<file path="src/rtl/rv32_pc_v3.sv">
// Fetch program counter with a direct-mapped BTB and 2-bit counters.
// Ports: clk/rst, enable/stall/busy, ex_* resolution in; pc, prediction,
//   link_addr, flush/misalign pulses and halt out.
module rv32_pc_v3 #(
  parameter int XLEN = 32,
  parameter logic [XLEN-1:0] RESET_VECTOR = 'h0,
  parameter logic [XLEN-1:0] TRAP_VECTOR = 'h100,
  parameter int BTB_DEPTH = 8
) (
  input  logic            clk,
  input  logic            rst,
  input  logic            enable,
  input  logic            stall,
  input  logic            busy,
  input  logic            ex_valid,
  input  logic            ex_is_cti,
  input  logic            ex_taken,
  input  logic [XLEN-1:0] ex_pc,
  input  logic [XLEN-1:0] ex_target,
  input  logic            ex_pred_taken,
  input  logic [XLEN-1:0] ex_pred_target,
  output logic [XLEN-1:0] pc,
  output logic            pred_taken,
  output logic [XLEN-1:0] pred_target,
  output logic [XLEN-1:0] link_addr,
  output logic            flush,
  output logic            misalign,
  output logic            halt
);

  localparam int IDX = $clog2(BTB_DEPTH);
  localparam int TW = XLEN - IDX - 2;

  logic [BTB_DEPTH-1:0] b_valid;
  logic [TW-1:0]        b_tag [BTB_DEPTH];
  logic [XLEN-3:0]      b_tgt [BTB_DEPTH];
  logic [1:0]           b_ctr [BTB_DEPTH];

  logic [IDX-1:0]  f_idx;
  logic            f_hit;
  logic [XLEN-1:0] pc_plus4;

  logic [IDX-1:0]  e_idx;
  logic [TW-1:0]   e_tag;
  logic            e_hit;
  logic [1:0]      e_ctr;
  logic [1:0]      e_ctr_nx;

  logic            resolve;
  logic            mis;
  logic            mispred;
  logic            advance;
  logic            tgt_ok;
  logic [XLEN-1:0] fix_pc;
  logic [XLEN-1:0] pc_nx;

  // Fetch-side lookup, same cycle as pc.
  assign f_idx    = pc[IDX+1:2];
  assign f_hit    = b_valid[f_idx] &&
                    (b_tag[f_idx] == pc[XLEN-1:IDX+2]);
  assign pc_plus4 = pc + XLEN'(4);

  assign pred_taken  = f_hit && b_ctr[f_idx][1];
  assign pred_target = pred_taken ?
                       {b_tgt[f_idx], 2'b00} : pc_plus4;

  assign link_addr = ex_pc + XLEN'(4);
  assign halt      = ~enable;

  // Execute-side resolution.
  assign e_idx = ex_pc[IDX+1:2];
  assign e_tag = ex_pc[XLEN-1:IDX+2];
  assign e_hit = b_valid[e_idx] && (b_tag[e_idx] == e_tag);
  assign e_ctr = b_ctr[e_idx];

  assign resolve = ex_valid && ex_is_cti;
  assign mis     = resolve && ex_taken &&
                   (ex_target[1:0] != 2'b00);
  assign tgt_ok  = ex_taken && !mis;

  // A non-CTI carrying a taken prediction came from an aliased entry.
  always_comb begin
    mispred = 1'b0;
    if (ex_valid) begin
      if (ex_is_cti)
        mispred = (ex_taken != ex_pred_taken) ||
                  (ex_taken && ex_target != ex_pred_target);
      else
        mispred = ex_pred_taken;
    end
  end

  assign fix_pc  = (ex_is_cti && ex_taken) ? ex_target : link_addr;
  assign advance = enable && !stall && !busy;

  always_comb begin
    e_ctr_nx = e_ctr;
    if (ex_taken)
      e_ctr_nx = (e_ctr == 2'b11) ? 2'b11 : e_ctr + 2'd1;
    else
      e_ctr_nx = (e_ctr == 2'b00) ? 2'b00 : e_ctr - 2'd1;
  end

  // Redirects override enable/stall/busy.
  always_comb begin
    pc_nx = pc;
    unique case (1'b1)
      mis:                      pc_nx = TRAP_VECTOR;
      mispred && !mis:          pc_nx = fix_pc;
      advance && !mis
        && !mispred:            pc_nx = pred_target;
      default:                  pc_nx = pc;
    endcase
  end

  always_ff @(posedge clk) begin
    if (rst) begin
      pc       <= RESET_VECTOR;
      flush    <= 1'b0;
      misalign <= 1'b0;
    end else begin
      pc       <= pc_nx;
      flush    <= mis || mispred;
      misalign <= mis;
    end
  end

  // Lookups this cycle see pre-write contents (no bypass).
  always_ff @(posedge clk) begin
    if (rst) begin
      b_valid <= '0;
    end else if (resolve) begin
      if (e_hit) begin
        b_ctr[e_idx] <= e_ctr_nx;
        if (tgt_ok)
          b_tgt[e_idx] <= ex_target[XLEN-1:2];
      end else if (tgt_ok) begin
        b_valid[e_idx] <= 1'b1;
        b_tag[e_idx]   <= e_tag;
        b_tgt[e_idx]   <= ex_target[XLEN-1:2];
        b_ctr[e_idx]   <= 2'b10;
      end
    end else if (ex_valid && ex_pred_taken && e_hit) begin
      b_valid[e_idx] <= 1'b0;
    end
  end

endmodule

</file>
<file path="config.mk">
export PLATFORM = sky130hd
export DESIGN_NAME = rv32_pc_v3
export DESIGN_NICKNAME = d
export VERILOG_FILES = /design/src/rtl/rv32_pc_v3.sv
export SDC_FILE = /design/constraint.sdc
export NUM_CORES = 1
export LEC_CHECK = 0
export CORE_MARGIN = 10
export CORE_UTILIZATION = 40
export CTS_CLUSTER_DIAMETER = 120
export CTS_CLUSTER_SIZE = 24
export DETAILED_ROUTE_END_ITERATION = 16
export SETUP_SLACK_MARGIN = 0.2
export SYNTH_ARGS = -nofsm -noshare
export SYNTH_HDL_FRONTEND = slang
export SYNTH_SLANG_ARGS = --single-unit
</file>
<file path="constraint.sdc">
create_clock -name clk -period 3.8 [get_ports clk]
set_input_delay 0.38 -clock clk [delete_from_list [all_inputs] [get_ports clk]]
set_output_delay 0.38 -clock clk [all_outputs]
set_load 0.02 [all_outputs]
</file>
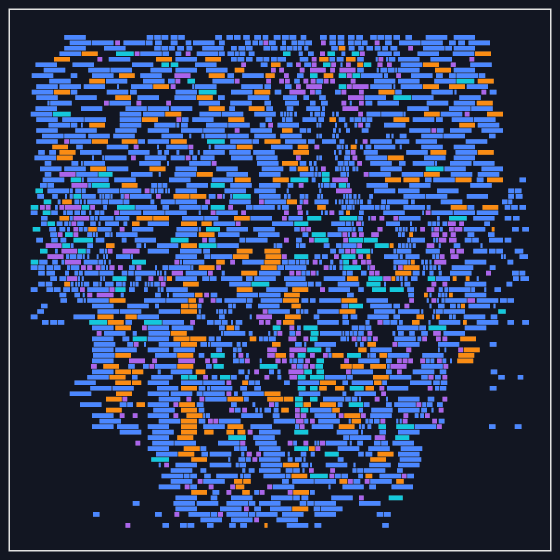
Fig. 1. Drive-strength map (run 1).
size	colour	cells	share
x2	orange	217	10%
x3 and x4	purple	332	16%
x1 and smaller	blue	1433	68%
x6 and larger	cyan	113	5.4%
growth of design area from synthesis to finish: 28.5%
fin area: 31600 sq um
worst path setup slack after routing: -0.391 ns
buffer count excluding the clock tree in the final layout: 538

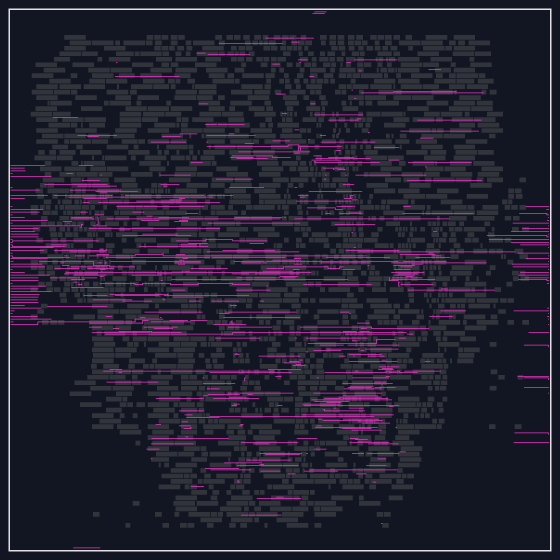
Fig. 2. Metal 3 (run 1).
Cells faint in the background.
main direction	horizontal
longest straight run	121 um
nets with wire on the layer	369
post-detailed-routing wire length: 87900 um
met3 Usage GRT: 3.83%
via count: 17200

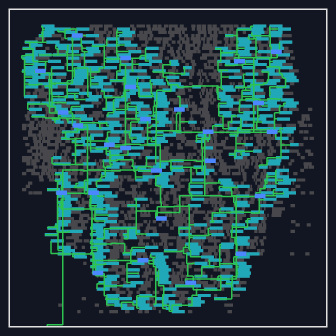
Fig. 3. Clock network drawn from the DEF (run 1).
[clock-net drivers] blue | count: 25
[clock wires] green | length: 5800 um
[flip-flops] cyan | count: 517
routed clock nets	26
flops lie	all over the die
Worst-Skew Late Latency: 0.61 ns
total clock network power: 0.00309 W
clock power share: 26.2%

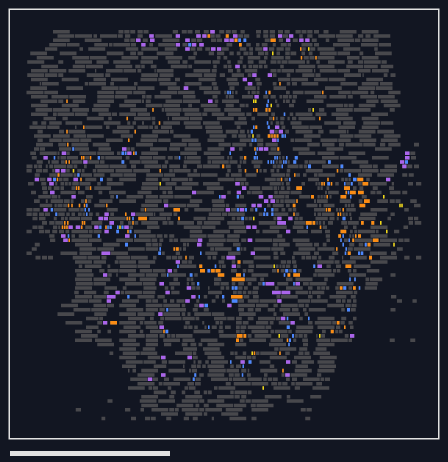
Fig. 4. Selected gate families (run 1).
The bar under the picture is 100 um long.
family	colour	cells	most used
nor cells	orange	147	nor2_1
xor and xnor cells	purple	130	xnor2_1
inv cells	yellow	22	inv_1
nand cells	blue	142	nand2_1
fraction of area in multi-input gates: 30.4%
non-filler cells in the finished layout: 2877

-- run 1: layer usage --
layer	global-route usage [%]	vias to the layer above	share of wire, %
met1	33.9	8879	42
met3	3.83	119	8.7
met2	37.7	924	46
li1	-	7282	-
met5	0	-	0.015
met4	6.11	2	2.8
-- run 1: cell families after synthesis --
kind of cell               share of synthesized area, %
muxes                                              19.2
DFF                                                61.3
adders and majority gates                         0.143
AOI/OAI and AO/OA                                  5.32
buffers and inverters                              2.52
and+or+nand+nor                                    6.88
xor gates and xnor gates                           4.63
-- run 1: where the power goes --
part / internal [W] / switching [W]
clock: 0.00126 / 0.00182
combinational: 0.00108 / 0.00125
sequential: 0.00627 / 0.0000793
total: 0.00861 / 0.00316
==> notes.md, run 1 <==
Synthesis and place-and-route results.

- Post-synth the commonest register cell is sky130_fd_sc_hd__edfxtp_1.
- Per STA, the library cell used most along the worst path is sky130_fd_sc_hd__buf_4.
- The critical path in the final layout is reported with a setup slack of -0.391 ns.
- The top cell type in the final layout, fill and taps aside, is sky130_fd_sc_hd__edfxtp_1.
- For the worst min-delay path, the startpoint reported by OpenROAD is rst.
- The core area is 60600 sq um.
- The largest registers in the layout are b_tgt: 240 flops, b_tag: 216 flops, pc: 32 flops.
- The first global-routing pass estimated 124000 um of wire.
- The startpoint kind of the worst setup timing path is a flip-flop.
- The floorplan step set the die height to 268 um.
- The synthesized netlist contains 62 unique library cells.
- In the final layout, the multi-input gates occupy 9590 sq um.
- The max-slew violation total from the final report is 0.
- Per the layout report, the design carries 5019 filler cells.
- For the finished layout, the period the worst path requires is 4.19 ns.
- The number of rows in the core area is 90.
- CTS built an H-tree with a depth of 1.
- The flip-flop count of the largest register after layout is 240.
- The critical path endpoint has a required time of 3.42 ns.
- The pin count of the biggest net entering global routing is 61.
- The setup skew after layout is 0.0220 ns.
- The number of multi-input combinational cells in the layout is 972.
- The report counts max-capacitance violations totalling 0.
- The TritonCTS clock tree is built.
- Per the detail_route report, DRC violations left total 0.
- The peak supply drop is 0.412 mV.
- Per the post-synthesis report, the number of cells in the design is 1607.
- The fraction of final cell area spent on non-clock buffers in this run is 16.2%.
- The net count after synthesis is 1714.
- The number of global-route vias before repair came to 17300.
- The initial antenna violation count is 1.
- There are 517 flip-flops and latches.
- Looking at the post-CTS report, the setup buffer insertion count equals 35.
- The critical path capture point is pred_taken.
- The max-slew headroom at the worst pin is 34.1%.
- The final core utilization is 52.1%.
- Yosys reports that the leading cell type by area covers 57.7% of the netlist area.
- In the setup report, the worst path falls into the class reg2out.
- In this run the deepest clock path goes through 3 buffers.
- For the final routed database, the setup TNS stands at -8.90 ns.
- The area reported by Yosys stat is 24600 sq um.
- The clock buffers instantiated in the layout total 43.
- The number of buffers created by CTS is 25.
- The synthesis report lists the most area-consuming cells as sky130_fd_sc_hd__edfxtp_1 (58%), sky130_fd_sc_hd__mux4_2 (12%), sky130_fd_sc_hd__mux2i_1 (6.0%), sky130_fd_sc_hd__dfxtp_1 (3.7%), sky130_fd_sc_hd__xnor2_1 (2.5%).
- The post-synthesis average cell area is 15.3 sq um.
- The number of gates resized after CTS is 246.
- The flow ran to the end, but the final reports show violations.
- The largest single stage delay on the critical path is 0.49 ns.
- Sorting the synthesized cells by how often they occur yields sky130_fd_sc_hd__edfxtp_1 (472), sky130_fd_sc_hd__mux2i_1 (148), sky130_fd_sc_hd__mux4_2 (133).
- The initial standard-cell utilization of the core is 40.6%.
- The largest area contributor in the netlist is sky130_fd_sc_hd__edfxtp_1.
- The register-to-register path setup slack is -0.09 ns.
- For reference, the critical path cell chain is buf_12 -> buf_8 -> buf_4 -> nor2_4 -> a22oi_2 -> a21oi_1 -> o2111ai_2 -> buf_4 -> buf_6 -> or4b_4 -> nor4b_4 -> buf_4 -> buf_6.
- Along the worst path, the maximum fanout reaches 6.
- The checks that failed: negative setup slack.
- The overall die area is 71800 sq um.
- Per the finish-stage timing summary, setup violations number 35.
- The worst register-to-register path depth is 25.
- Counting the warning lines in the Yosys log gives 0.
- The dominant delay contributor by cell family on the critical path is simple AND/OR/NAND/NOR gates.
- The sort of element at the end of the critical path is an output port.
- The ratio of total power to cell area is 373 nW/um^2.
- On the final layout, the worst hold slack is 0.417 ns.
- The count of tool warnings is 29.
- The clock network area share is 2.27%.
- The total power draw is 0.0118 W.
Fig. 5: run 1, track usage over the die
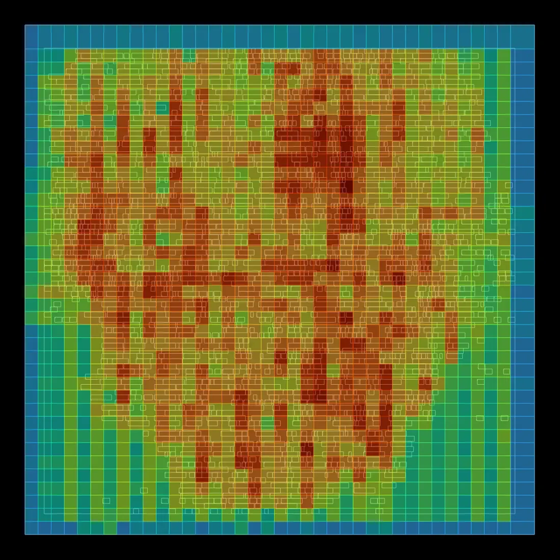

## Run 2: what changed since run 1
- PLACE_DENSITY: default -> 0.67
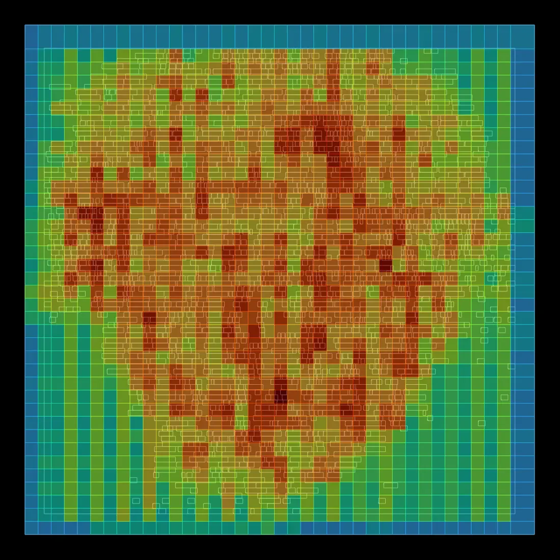
Fig. 6. Track usage over the die (run 2).
met1 capacity usage during global routing: 31.9%
met3 Usage GRT: 4.79%
Layout Utilization: 51.5%
grt met2 use: 37.3%
layer carrying the most global-route usage: met2

==> notes.md, run 2 <==
Synthesis and place-and-route results.

- The worst register-to-register path depth is 17.
- In this run, the synthesized area fraction spent on AND-OR/OR-AND gates is recorded as 5.32%.
- On the final layout, the worst clock skew is 0.0320 ns.
- The startpoint kind of the worst setup timing path is a flip-flop.
- The checks that failed: negative setup slack.
- The highest layer touched by signal routing is met4.
- The beginning of the worst hold path is rst.
- The count of cells in the finished layout, fillers not included, comes to 2869.
- STA puts the critical path data required time at 3.42 ns.
- The clock insertion delay at the later pin of the skew report is 0.62 ns.
- Summing the areas of all fa, ha and maj instances in the mapped netlist gives 0.143% of the synthesized area.
- The run finished, with violations left.
- The average instance in the mapped netlist occupies 15.3 sq um.
- The combinational power share is 19.2%.
- The TritonCTS clock tree is built.
- Ranked by instance count, the synthesized netlist is headed by sky130_fd_sc_hd__edfxtp_1 (472), sky130_fd_sc_hd__mux2i_1 (148), sky130_fd_sc_hd__mux4_2 (133).
- The number of failing hold endpoints at the final stage is 0.
- Summed over all instances, the cell type with the most area after synthesis is sky130_fd_sc_hd__edfxtp_1.
- The final worst hold slack is 0.400 ns.
- By instance count, the cell type seen most on the critical path is sky130_fd_sc_hd__buf_12.
- The clock passes through at most 3 buffers.
- The worst-path maximum fanout is 6.
- The script extracted a net switching power of 0.00309 W.
- The mux contribution to synthesized area is 19.2%.
- The main area contributors are sky130_fd_sc_hd__edfxtp_1 (58%), sky130_fd_sc_hd__mux4_2 (12%), sky130_fd_sc_hd__mux2i_1 (6.0%), sky130_fd_sc_hd__dfxtp_1 (3.7%), sky130_fd_sc_hd__xnor2_1 (2.5%).
- The dominant register cell in the synthesized netlist is sky130_fd_sc_hd__edfxtp_1.
- The area recorded from the Yosys report for this design is 24600 sq um.
- The detailed-routing wirelength on met1 is 34000 um.
- The initialized floorplan defines 90 standard-cell rows.
- The ratio of total power to cell area is 374 nW/um^2.
- The initial antenna violation count is 0.
- In the final layout, the registers with the most flip-flops are b_tgt: 240 flops, b_tag: 216 flops, pc: 32 flops.
- Per the synthesis report, the simple-gate share of the synthesized area is 6.88%.
- The number of max-cap violations is 0.
- After filler insertion, the fill cell instance count of the layout stands at 5028.
- Sequential cells burn 54.2% of the power.
- The fraction of power spent switching nets is 26.4%.
- The synthesized instance count is 1607.
- The max-slew headroom at the worst pin is 21.6%.
- Yosys mapped a number of flops with a built-in enable equal to 472.
- The H-tree depth is 1.
- Before placement the cells fill 40.6% of the core.
- The worst-case reg-to-reg setup slack stands at 0.20 ns.
- The clock sink total is 517.
- The clock network burns 26.5% of the power.
- Using the TritonRoute via totals, the vias-per-cell ratio works out to 6.00.
- The routed wire length is 86100 um.
- Setup repair after global routing could not meet its margin everywhere.
- The critical path capture point is pred_target[10].
- Yosys reports that the leading cell type by area covers 57.7% of the netlist area.
- In the final timing run, aggregate negative setup slack is -7.05 ns.
- Entering global routing, the biggest net connects 61 pins.
- The dominant delay contributor by cell family on the critical path is simple AND/OR/NAND/NOR gates.
- The xor and xnor area share after synthesis is 4.63%.
- For reference, the critical path cell chain is buf_12 -> buf_4 -> nor2_2 -> buf_4 -> a22o_1 -> or3_1 -> nand3_1 -> nor4_2 -> and4_4 -> buf_12 -> buf_12 -> buf_6 -> mux2i_4 -> buf_6.
- The number of buffers inserted by port buffering is 204.
- The last timing report of the flow puts the setup violation total at 33.
- After synthesis, the netlist uses 62 different library cells.
- The buffer count from post-CTS setup fixing is 14.
- The number of gates resized after CTS is 202.
- Max-slew check failures listed in the final report amount to 0.
- Across the VDD grid, the largest voltage drop is 0.341 mV.
- The total power draw is 0.0117 W.
- After routing the design area is 31200 sq um.
- The highest-count logic cell in the final layout is sky130_fd_sc_hd__edfxtp_1.
- After floorplanning, the core was sized to cover 60600 sq um.
- The critical path is of the reg2out type.
- The flip-flop count of the largest register after layout is 240.
- The routed length on met3 is 9250 um.
- The area overhead of the layout relative to synthesis is 27.1%.
- The largest non-sequential cell family by area is multiplexers.
- In this design, the stage delay of the slowest critical-path cell is 0.39 ns.
- The internal power of the cells is 0.00860 W.
- Per the OpenROAD floorplan log, the area of the die is 71800 sq um.
- The wire length of the first global-routing pass is 122000 um.
- The vias after detailed routing is 17200.
- Once routing completed, OpenROAD measured the worst setup slack at -0.268 ns.
- The number of global-route vias before repair was 17200.
==> run 2: cell counts after synthesis <==
No cell type changed its count.
==> run 2: power groups by stage <==
stage	combinational, W	sequential (W)	clock, W
final	0.00225	0.00634	0.00310
after global routing	0.00235	0.00635	0.00336
after CTS	0.00214	0.00634	0.00314
after detailed placement	0.00207	0.00648	0
after global placement	0.00206	0.00647	0
after floorplan	0.000984	0.00648	0
==> run 2: cell type report <==
class	count	area (sq um)	area share (%)
clock inverters	2	31.3	0.100
multi-input cells	972	9450	30.3
clock buffers	44	707	2.26
well taps	782	978	3.13
flip-flops and latches	517	15100	48.3
repair buffers	530	4890	15.7
inverters	22	82.6	0.264
==> run 2: routing by layer <==
metal  up-vias  track usage, %
met1      8794            31.9
met2      1018            37.3
met4         0            6.52
li1       7270               -
met5         -               0
met3       139            4.79
Fig. 7: run 2, metal 3
Cells faint in the background.
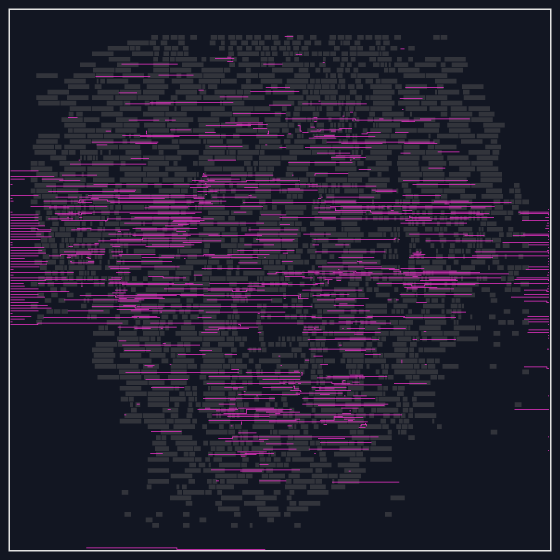

## Run 3: what changed since run 2
==> constraint.sdc (replaced) <==
create_clock -name clk -period 3.8 [get_ports clk]
set_input_delay 0.38 -clock clk [delete_from_list [all_inputs] [get_ports clk]]
set_output_delay 0.38 -clock clk [all_outputs]
set_load 0.01 [all_outputs]
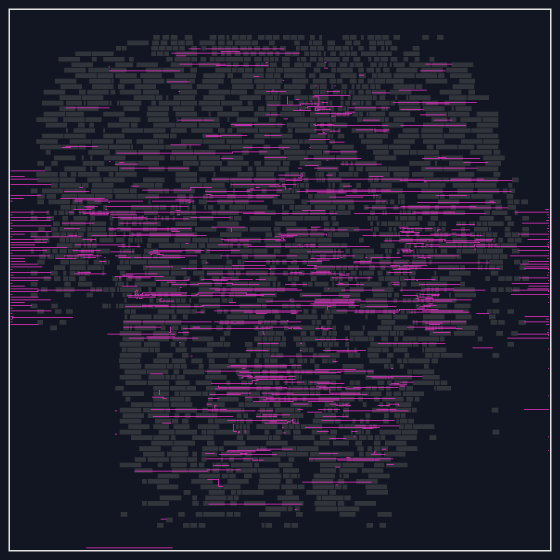
Fig. 8. Metal 3 (run 3).
Cells faint in the background.
wire length on this layer	8480 um
main direction	horizontal
nets with wire on the layer	418
share of all routed wire	9.6%
met3 Usage GRT: 4.20%
post-detailed-routing wire length: 88600 um
via count: 17600

==> notes.md, run 3 <==
Synthesis and place-and-route results.

- The depth of the worst register-to-register path is 30.
- met1 track demand over resource after global routing is 32.6%.
- The buffer count from post-CTS setup fixing is 50.
- The sequential logic power is 0.00635 W.
- The ratio of total power to cell area is 370 nW/um^2.
- The number of warnings issued by yosys is 0.
- The number of buffers inserted by port buffering is 204.
- The commonest cells after synthesis are sky130_fd_sc_hd__edfxtp_1 (472), sky130_fd_sc_hd__mux2i_1 (148), sky130_fd_sc_hd__mux4_2 (133).
- The critical path class is reg2reg.
- The combinational gate area is 9690 sq um.
- For this run, the detailed router reports a per-instance via density of 6.09.
- The clock group total power is 0.00311 W.
- In the final layout, the registers with the most flip-flops are b_tgt: 240 flops, b_tag: 216 flops, pc: 32 flops.
- The number of gates resized after CTS is 266.
- The largest buffer count on any clock path is 3.
- A synthesized cell averages 15.3 sq um.
- The initial antenna violation count is 3.
- The finished layout holds 2892 standard cells, fillers aside.
- Per the GRT log, the top usage layer is met2.
- The sequential cells in the finished layout cover a total of 15100 sq um.
- The peak supply drop is 0.331 mV.
- In the final run the clock tree shows a worst skew of 0.0382 ns.
- The wire length of the first global-routing pass is 124000 um.
- The register-to-register path setup slack is -0.46 ns.
- Across all setup checks in the final design, the least slack found is -0.457 ns.
- Entering global routing, the biggest net connects 61 pins.
- The chip occupies 71800 sq um.
- The number of global-route vias before repair was 17200.
- The post-route standard cell area excluding fillers is 32000 sq um.
- The leading power group is registers.
- The final reports fail on negative setup slack.
- Counting distinct cell types in the post-synthesis netlist gives 62.
- The largest area contributor in the netlist is sky130_fd_sc_hd__edfxtp_1.
- The number of rows in the core area is 90.
- Setup violations remaining at the end of the flow were counted as 38.
- The flip-flop count of the largest register after layout is 240.
- The number of failing hold endpoints at the final stage is 0.
- From synthesis to final layout, the design area changed by 30.1%.
- The dominant delay contributor by cell family on the critical path is buffers and inverters.
- The dominant register cell in the synthesized netlist is sky130_fd_sc_hd__edfxtp_1.
- The internal power of the cells is 0.00869 W.
- Sequential cells make up 47.2% of the cell area.
- The flow ran to the end, but the final reports show violations.
- The initial standard-cell utilization of the core is 40.6%.
==> run 3: cell types whose count changed in the layout (fill, tap and decap cells not counted), moves of 9 or more <==
cell	change
sky130_fd_sc_hd__buf_12	+13
sky130_fd_sc_hd__buf_2	+12
sky130_fd_sc_hd__buf_4	-47
sky130_fd_sc_hd__buf_6	+41
sky130_fd_sc_hd__o21ai_0	-9
sky130_fd_sc_hd__o21ai_2	+9
==> run 3: cell families after synthesis <==
| family | share of synthesized area (%) |
|---|---|
| DFF | 61.3 |
| and+or+nand+nor | 6.88 |
| muxes | 19.2 |
| AOI/OAI and AO/OA | 5.32 |
| xor gates and xnor gates | 4.63 |
| buffers and inverters | 2.52 |
| adders and majority gates | 0.143 |
No activity file was given, so power comes from the tool's default toggle rates.
